## src/rtl/link_reset_sequencer.sv

```systemverilog
// Link bring-up reset sequencer: PLL reset, lock wait, LOS-filtered link wait, delayed release.
// Define LINK_RSEQ_LOS_COUNTER_EN to build the filtered-LOS rising-edge counter.
module link_reset_sequencer #(
    parameter int unsigned G_HOLD_CYCLES  = 1000,
    parameter int unsigned G_LOCK_TIMEOUT = 100000,
    parameter int unsigned G_LOS_FILTER   = 16
) (
    input  logic        clk_ik,
    input  logic        rstn_ia,
    input  logic        ext_pll_ready_ia,
    input  logic        gbt_pll_locked_ia,
    input  logic        los_ia,
    output logic        pll_reset_o,
    output logic        sys_reset_o,
    output logic        ready_o,
    output logic [2:0]  state_o,
    output logic [7:0]  retry_count_o,
    output logic [15:0] los_count_o
);

    typedef enum logic [2:0] {
        S_HOLD      = 3'd0,
        S_WAIT_EXT  = 3'd1,
        S_WAIT_GBT  = 3'd2,
        S_WAIT_LINK = 3'd3,
        S_DELAY     = 3'd4,
        S_RUN       = 3'd5
    } state_t;

    localparam logic [23:0] HOLD_LAST = 24'(G_HOLD_CYCLES - 1);
    localparam logic [23:0] TMO_LAST  = 24'(G_LOCK_TIMEOUT - 1);
    localparam logic [7:0]  FLT_LAST  = 8'(G_LOS_FILTER - 1);

    logic [2:0]  sync1_q, sync2_q;
    logic        ext_s, lock_s, los_s;
    logic        los_filt_q;
    logic [7:0]  flt_cnt_q;
    state_t      state_q, state_d;
    logic [23:0] cnt_q, cnt_d;
    logic        retry_inc;
    logic [7:0]  retry_q;
    logic        pll_reset_q, sys_reset_q, ready_q;

    // Bit order in the synchroniser: {ext_pll_ready, gbt_pll_locked, los}.
    always_ff @(posedge clk_ik or negedge rstn_ia) begin
        if (!rstn_ia) begin
            sync1_q <= '0;
            sync2_q <= '0;
        end else begin
            sync1_q <= {ext_pll_ready_ia, gbt_pll_locked_ia, los_ia};
            sync2_q <= sync1_q;
        end
    end

    assign ext_s  = sync2_q[2];
    assign lock_s = sync2_q[1];
    assign los_s  = sync2_q[0];

    always_ff @(posedge clk_ik or negedge rstn_ia) begin
        if (!rstn_ia) begin
            los_filt_q <= 1'b1;
            flt_cnt_q  <= '0;
        end else if (los_s == los_filt_q) begin
            flt_cnt_q <= '0;
        end else if (flt_cnt_q == FLT_LAST) begin
            los_filt_q <= los_s;
            flt_cnt_q  <= '0;
        end else begin
            flt_cnt_q <= flt_cnt_q + 8'd1;
        end
    end

    always_comb begin
        state_d   = state_q;
        retry_inc = 1'b0;
        case (state_q)
            S_HOLD:      if (cnt_q == HOLD_LAST) state_d = S_WAIT_EXT;
            S_WAIT_EXT:  if (ext_s) state_d = S_WAIT_GBT;
            S_WAIT_GBT: begin
                if (lock_s) begin
                    state_d = S_WAIT_LINK;
                end else if (cnt_q == TMO_LAST) begin
                    state_d   = S_HOLD;
                    retry_inc = 1'b1;
                end
            end
            S_WAIT_LINK: if (!los_filt_q) state_d = S_DELAY;
            S_DELAY:     if (cnt_q == HOLD_LAST) state_d = S_RUN;
            S_RUN:       state_d = S_RUN;
            default:     state_d = S_HOLD;
        endcase
        // Loss of a prerequisite overrides any normal progression, highest priority first.
        if ((state_q inside {S_WAIT_GBT, S_WAIT_LINK, S_DELAY, S_RUN}) && !ext_s) begin
            state_d   = S_HOLD;
            retry_inc = 1'b0;
        end else if ((state_q inside {S_WAIT_LINK, S_DELAY, S_RUN}) && !lock_s) begin
            state_d = S_HOLD;
        end else if ((state_q inside {S_DELAY, S_RUN}) && los_filt_q) begin
            state_d = S_WAIT_LINK;
        end
    end

    always_comb begin
        if (state_d != state_q) begin
            cnt_d = '0;
        end else if (cnt_q == 24'hFF_FFFF) begin
            cnt_d = cnt_q;
        end else begin
            cnt_d = cnt_q + 24'd1;
        end
    end

    // Output flops are loaded from the next state so they change together with state_q.
    always_ff @(posedge clk_ik or negedge rstn_ia) begin
        if (!rstn_ia) begin
            state_q     <= S_HOLD;
            cnt_q       <= '0;
            retry_q     <= '0;
            pll_reset_q <= 1'b1;
            sys_reset_q <= 1'b1;
            ready_q     <= 1'b0;
        end else begin
            state_q     <= state_d;
            cnt_q       <= cnt_d;
            pll_reset_q <= (state_d == S_HOLD) || (state_d == S_WAIT_EXT);
            sys_reset_q <= (state_d != S_RUN);
            ready_q     <= (state_d == S_RUN);
            if (retry_inc && (retry_q != 8'hFF)) begin
                retry_q <= retry_q + 8'd1;
            end
        end
    end

    assign pll_reset_o   = pll_reset_q;
    assign sys_reset_o   = sys_reset_q;
    assign ready_o       = ready_q;
    assign state_o       = state_q;
    assign retry_count_o = retry_q;

`ifdef LINK_RSEQ_LOS_COUNTER_EN
    logic        los_rise;
    logic [15:0] los_cnt_q;

    assign los_rise = los_s && !los_filt_q && (flt_cnt_q == FLT_LAST);

    always_ff @(posedge clk_ik or negedge rstn_ia) begin
        if (!rstn_ia) begin
            los_cnt_q <= '0;
        end else if (los_rise && (state_q inside {S_DELAY, S_RUN}) && (los_cnt_q != 16'hFFFF)) begin
            los_cnt_q <= los_cnt_q + 16'd1;
        end
    end

    assign los_count_o = los_cnt_q;
`else
    assign los_count_o = '0;
`endif

endmodule

```

## config.mk

```make
export PLATFORM = sky130hd
export DESIGN_NAME = link_reset_sequencer
export DESIGN_NICKNAME = d
export VERILOG_FILES = /design/src/rtl/link_reset_sequencer.sv
export SDC_FILE = /design/constraint.sdc
export NUM_CORES = 1
export LEC_CHECK = 0
export ABC_AREA = 1
export CAP_MARGIN = 20
export CORE_ASPECT_RATIO = 0.7
export CORE_MARGIN = 2
export CORE_UTILIZATION = 40
export DETAILED_ROUTE_END_ITERATION = 16
export PLACE_DENSITY_LB_ADDON = 0.08
export SYNTH_ARGS = -nofsm -noshare
export SYNTH_HDL_FRONTEND = slang
export SYNTH_SLANG_ARGS = --single-unit
export TNS_END_PERCENT = 5
```

## constraint.sdc

```tcl
create_clock -name clk_ik -period 2.1 [get_ports clk_ik]
set_clock_uncertainty 0.1 [all_clocks]
set_input_delay 0.21 -clock clk_ik [delete_from_list [all_inputs] [get_ports clk_ik]]
set_output_delay 0.21 -clock clk_ik [all_outputs]
set_load 0.01 [all_outputs]
```

### I/O pins on the die edge, run 1

Pins as bars across the die edge, other pins in gray.
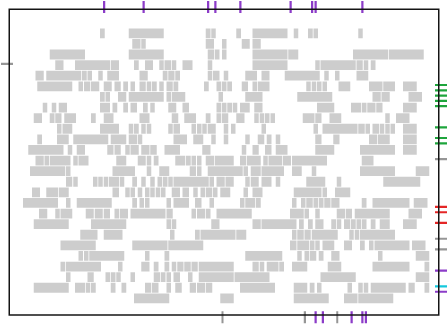
| color | port | pins | direction | edge |
|---|---|---|---|---|
| red | `state_o` | 3 | output | east |
| green | `retry_count_o` | 8 | output | east |
| purple | `los_count_o` | 16 | output | 9 north, 5 south, 2 east |
| cyan | `rstn_ia` | 1 | input | east |

### Metal layers overlaid, run 1

Scale bar: 20 um.
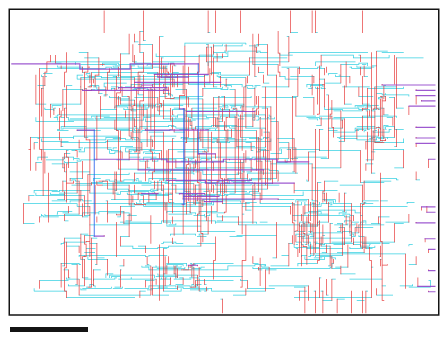
| color | layer | wire length |
|---|---|---|
| purple | met3 | 434 um |
| cyan | met1 | 3730 um |
| red | met2 | 2910 um |
| blue | met4 | 74.8 um |

### Routing congestion, run 1

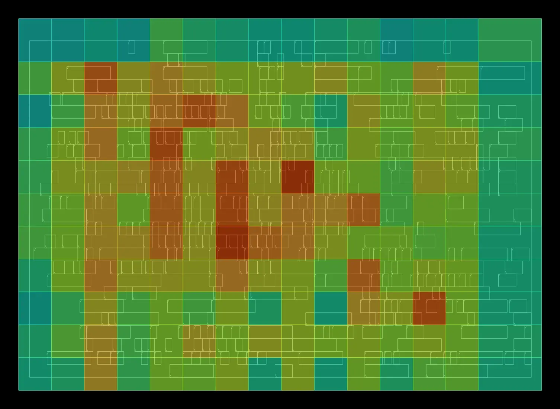
overall fraction of global-route tracks in use: 0.179
met1 global-route usage: 0.283
met3 track demand over resource in global routing: 0.0399
busiest layer in global routing: met1

### Clock wires, drivers and flops, run 1

Scale bar: 20 um.
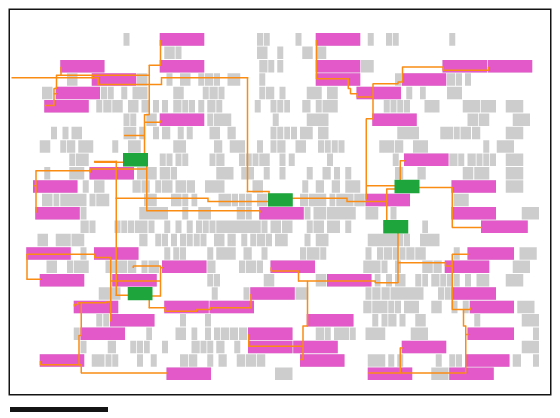
[magenta] flip-flops | count: 53
[green] cells driving clock nets | count: 5
[orange] clock wires | length: 715 um
routed clock nets: 6
flops lie: spread over the die

==> Implementation_results.wiki, run 1 <==
== Run summary ==
{| class="wikitable"
! Metric !! Value
|-
| Top area cells in the synthesized netlist || sky130_fd_sc_hd__dfrtp_1 40%, sky130_fd_sc_hd__nand2_1 10%, sky130_fd_sc_hd__inv_1 7.1%, sky130_fd_sc_hd__nor2_1 6.5%, sky130_fd_sc_hd__nand3_1 5.3%
|-
| Clk_lat worst skew || just over 300 ps
|-
| Combinational logic power || between 0.05 and 0.06 mW
|-
| Flip-flops with a built-in enable || 0
|-
| Portion of synthesized cell area occupied by the leading cell type || 0.399
|-
| Power of the clock network || 0.580 mW
|-
| Worst supply voltage drop on vdd || ~300 uV
|-
| P_int || 1.28 mW
|-
| DPL Wire Length || about 5400 um
|-
| Via count of the first global-routing pass || approximately 2400
|-
| Pins Over Slew Limit || 0
|-
| Via count || around 2600
|-
| Synthesized cell area || approximately 3100 um2
|-
| Number of warning messages in the yosys log || 0
|-
| Number of cells traversed by the worst hold path || 1
|-
| Run status || complete, no violations
|-
| Number of DRC violations after detailed-routing iteration 0 || roughly 210
|-
| GR Util met2 || 0.245
|-
| Final GP Congestion || between 0.8 and 0.9
|-
| Crit path largest cell delay || between 300 and 400 ps
|-
| Fraction of layout instances using a drive strength above 1 || 0.193
|}
run 1: metal layers:
metal	vias up	share of wire
li1	1347	-
met3	8	0.061
met4	0	0.010
met5	-	0
met2	59	0.41
met1	1211	0.52
run 1: registers in the layout, indices dropped and copies added, names as in the netlist:
register       flops
state_o            3
ready_o            1
cnt_q             24
pll_reset_o        1
retry_count_o      8
sync1_q            3
flt_cnt_q          8
los_filt_q         1
sys_reset_o        1
sync2_q            3
run 1: final cells by class:
| type | instances | area (um2) | share of cell area |
|---|---|---|---|
| clock buffers | 5 | 68.8 | 0.0186 |
| inverters | 60 | 225 | 0.0608 |
| clock inverters | 3 | 17.5 | 0.00473 |
| multi-input cells | 292 | 1540 | 0.415 |
| flip-flops and latches | 53 | 1330 | 0.359 |
| repair buffers | 43 | 403 | 0.109 |
| well taps | 98 | 123 | 0.0331 |
### Register map, names as in the netlist, run 1

Other sequential cells in the stronger gray, the rest of the logic in the fainter gray.
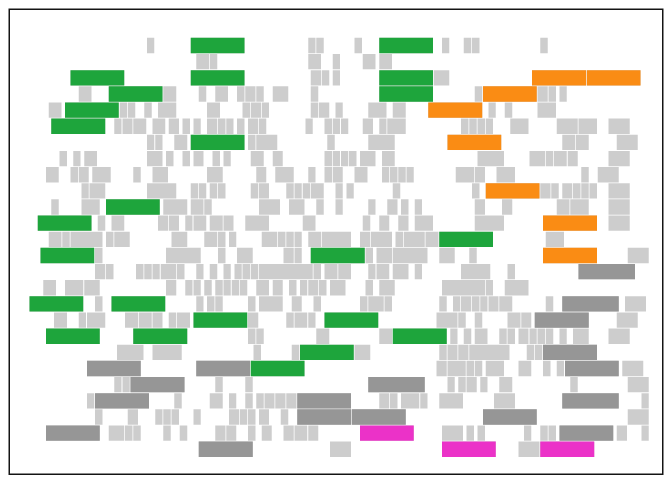

## Run 2: what changed since run 1
CTS_BUF_LIST = sky130_fd_sc_hd__clkbuf_4   (was not set)
GPL_TIMING_DRIVEN = 0   (was not set)
### Register map, names as in the netlist, run 2

Other sequential cells in the stronger gray, the rest of the logic in the fainter gray.
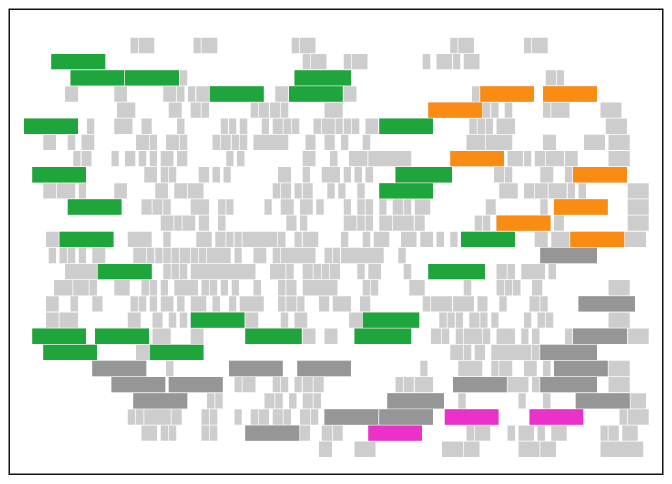
| color | netlist name | placed flops |
|---|---|---|
| green | `cnt_q` | 24 |
| orange | `retry_count_o` | 8 |
| magenta | `sync1_q` | 3 |

==> run 2 against run 1 <==
Highest routed layer unchanged. Global-route usage decreased by 1.3 points. Core utilization increased by 0.60 points. Final cell count increased by 0.18%. Synthesized cell count unchanged. Count of clock-buffer cells in the layout unchanged. Critical path type unchanged. Combinational power increased by 41%. Final area increased by 1.2%. Power increased by 1.8%. Non-clock buffer count increased by 1. Worst hold slack got worse by 78 ps. Area after synthesis unchanged. Via count decreased by 0.57%.
==> Implementation_results.wiki, run 2 <==
== Run summary ==
{| class="wikitable"
! Metric !! Value
|-
| Via count of the first global-routing pass || about 2400
|-
| DPL Wire Length || 5160 um
|-
| Top area cells in the synthesized netlist || sky130_fd_sc_hd__dfrtp_1 40%, sky130_fd_sc_hd__nand2_1 10%, sky130_fd_sc_hd__inv_1 7.1%, sky130_fd_sc_hd__nor2_1 6.5%, sky130_fd_sc_hd__nand3_1 5.3%
|-
| Run status || complete, no violations
|-
| Max FFs per register || 24
|-
| Via count || between 2000 and 3000
|-
| Synthesized cell area || 3130 um2
|-
| Placeable core area || 7450 um2
|-
| Worst supply voltage drop on vdd || between 200 and 250 uV
|-
| Combinational logic power || 0.0800 mW
|-
| Clk_lat worst skew || between 300 and 400 ps
|-
| Portion of synthesized cell area occupied by the leading cell type || 0.399
|-
| Crit-path leading delay family || simple AND/OR/NAND/NOR gates
|-
| Global route overflow || 0
|-
| Met1 routed wirelength after detailed routing || roughly 3700 um
|-
| Top register by number of flip-flops || cnt_q
|-
| Non-filler instance count after layout || about 560
|-
| Crit path largest cell delay || ~430 ps
|-
| Synthesized area divided by synthesized cell count || 7.66 um2
|-
| Sequential cell area || roughly 1300 um2
|-
| Final GP Congestion || ~0.86
|-
| Number of warning messages in the yosys log || 0
|-
| Final critical delay including setup and external delays || ~2000 ps
|-
| Gate Area || about 1600 um2
|-
| Number of antenna violations at the first check in global routing || 0
|-
| TritonCTS Buffers || 5
|-
| Fraction of layout instances using a drive strength above 1 || 0.219
|-
| Detailed-routed wire length on met2 || between 2000 and 3000 um
|-
| Gate count after technology mapping || roughly 400
|-
| Pins Over Slew Limit || 0
|-
| Power of the clock network || roughly 0.59 mW
|-
| Number of I/O port buffers || 18
|-
| Overall fraction of global-route tracks in use || 0.166
|-
| Flip-flops with a built-in enable || 0
|-
| Met3 Wirelength || between 200 and 300 um
|}
### Routing congestion, run 2

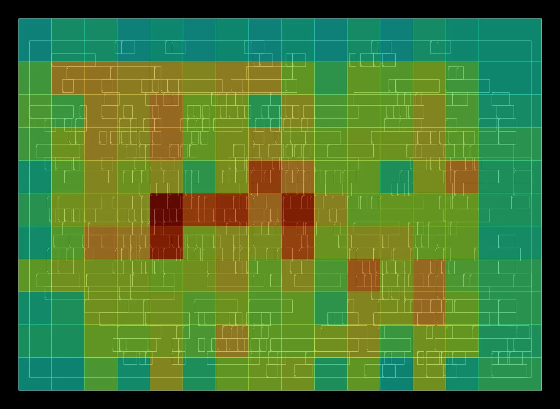
post-detailed-route wirelength per cell: 12.0 um
GR Util met2: 0.225
met1 global-route usage: 0.272

-- run 2: final cells by class --
type | count | share of cell area
clock inverters | 3 | 0.0117
multi-input cells | 292 | 0.418
flip-flops and latches | 53 | 0.357
inverters | 60 | 0.0601
well taps | 98 | 0.0327
plain buffers | 19 | 0.0457
clock buffers | 5 | 0.0100
repair buffers | 25 | 0.0647
-- run 2: final timing paths --
check,to,cells past startpoint
setup / recovery,cnt_q[14],13
min in group asynchronous,sync2_q[2],2
setup reg to reg,cnt_q[14],13
hold / removal,sync1_q[0],1
hold reg to reg,sync2_q[2],0
max in group asynchronous,los_filt_q,3
-- run 2: what timing repair did --
item	CTS	global route
pin swaps	0	4
hold buffers	1	0
resized	2	34
endpoints found under the setup margin	9	31
buffers inserted	0	5
endpoints found under the hold margin	24	0
gates cloned	0	0
### Metal layers overlaid, run 2

Scale bar: 20 um.
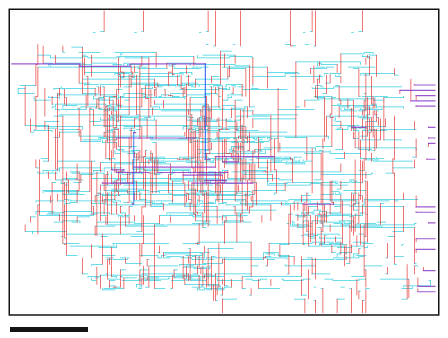

## Run 3: what changed since run 2
CAP_MARGIN = 5   (was 20)
### Metal layers overlaid, run 3

Scale bar: 20 um.
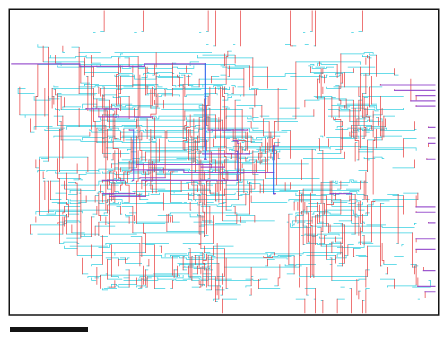
| color | layer | wire length |
|---|---|---|
| red | met2 | 2630 um |
| cyan | met1 | 3640 um |
| blue | met4 | 54.4 um |
| purple | met3 | 303 um |

==> run 3 against run 2 <==
Critical endpoint is now cnt_q[5]. Final area unchanged. Flip-flop count unchanged. Worst hold slack got worse by 4.4 ps.
==> Implementation_results.wiki, run 3 <==
== Run summary ==
{| class="wikitable"
! Metric !! Value
|-
| Length in cells of the worst reg-to-reg path || 12
|-
| Sequential cell area || roughly 1300 um2
|-
| Max FFs per register || 24
|-
| Run status || complete, no violations
|-
| Gate count after technology mapping || 409
|-
| Met1 global-route usage || 0.268
|-
| Via count || approximately 2600
|-
| Tally of clock buffers in the finished layout || 5
|-
| Mi-comb count || between 200 and 300
|-
| GR Util met2 || 0.225
|-
| Placeable core area || approximately 7400 um2
|-
| Gate Area || roughly 1600 um2
|-
| Busiest layer in global routing || met1
|-
| Worst supply voltage drop on vdd || between 200 and 250 uV
|-
| Number of DRC violations after detailed-routing iteration 0 || approximately 160
|-
| TritonCTS Buffers || 5
|-
| Number of I/O port buffers || 18
|-
| Global route overflow || 0
|-
| Number of warning messages in the yosys log || 0
|-
| Synthesized area divided by synthesized cell count || roughly 7.7 um2
|-
| Number of antenna violations at the first check in global routing || 0
|-
| Detailed-routed wire length on met2 || 2630 um
|-
| Via count of the first global-routing pass || approximately 2400
|-
| P_int || about 1.3 mW
|-
| Clk_lat worst skew || roughly 380 ps
|-
| Overall fraction of global-route tracks in use || 0.166
|-
| Synthesized cell area || 3130 um2
|-
| Sequential cell count of the final layout || about 53
|-
| Met3 Wirelength || 302 um
|-
| Met1 routed wirelength after detailed routing || 3640 um
|-
| Endpoint of the most critical register-to-register path || cnt_q[5]
|-
| Final critical delay including setup and external delays || ~2000 ps
|-
| Portion of synthesized cell area occupied by the leading cell type || 0.399
|-
| Tapcells inserted || about 100
|}
### Routing congestion, run 3

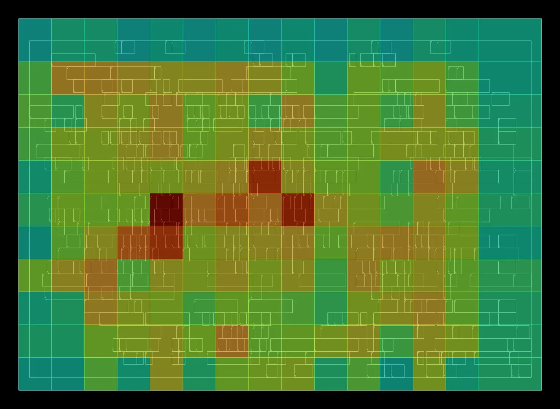
met3 track demand over resource in global routing: 0.0349
post-detailed-route wirelength per cell: 12.0 um
post-layout utilization of the core: 0.503

[run 3: netlist changes by cell type in the layout (fill, tap and decap cells not counted), sizes merged]
cell and change:
buf -1
[run 3: worst max-delay path: stages, from the launching register on]
cell,delay (ps)
sky130_fd_sc_hd__dfrtp_1,410
sky130_fd_sc_hd__ha_2,200
sky130_fd_sc_hd__nand2_2,80
sky130_fd_sc_hd__inv_2,90
sky130_fd_sc_hd__nand2_4,80
sky130_fd_sc_hd__nor2_4,120
sky130_fd_sc_hd__nand3_1,100
sky130_fd_sc_hd__nor2_2,140
sky130_fd_sc_hd__nand2_2,90
sky130_fd_sc_hd__buf_6,160
sky130_fd_sc_hd__nand3_1,80
sky130_fd_sc_hd__xor2_1,180
sky130_fd_sc_hd__nor2_2,50
Power is estimated from default activity; no workload was simulated.
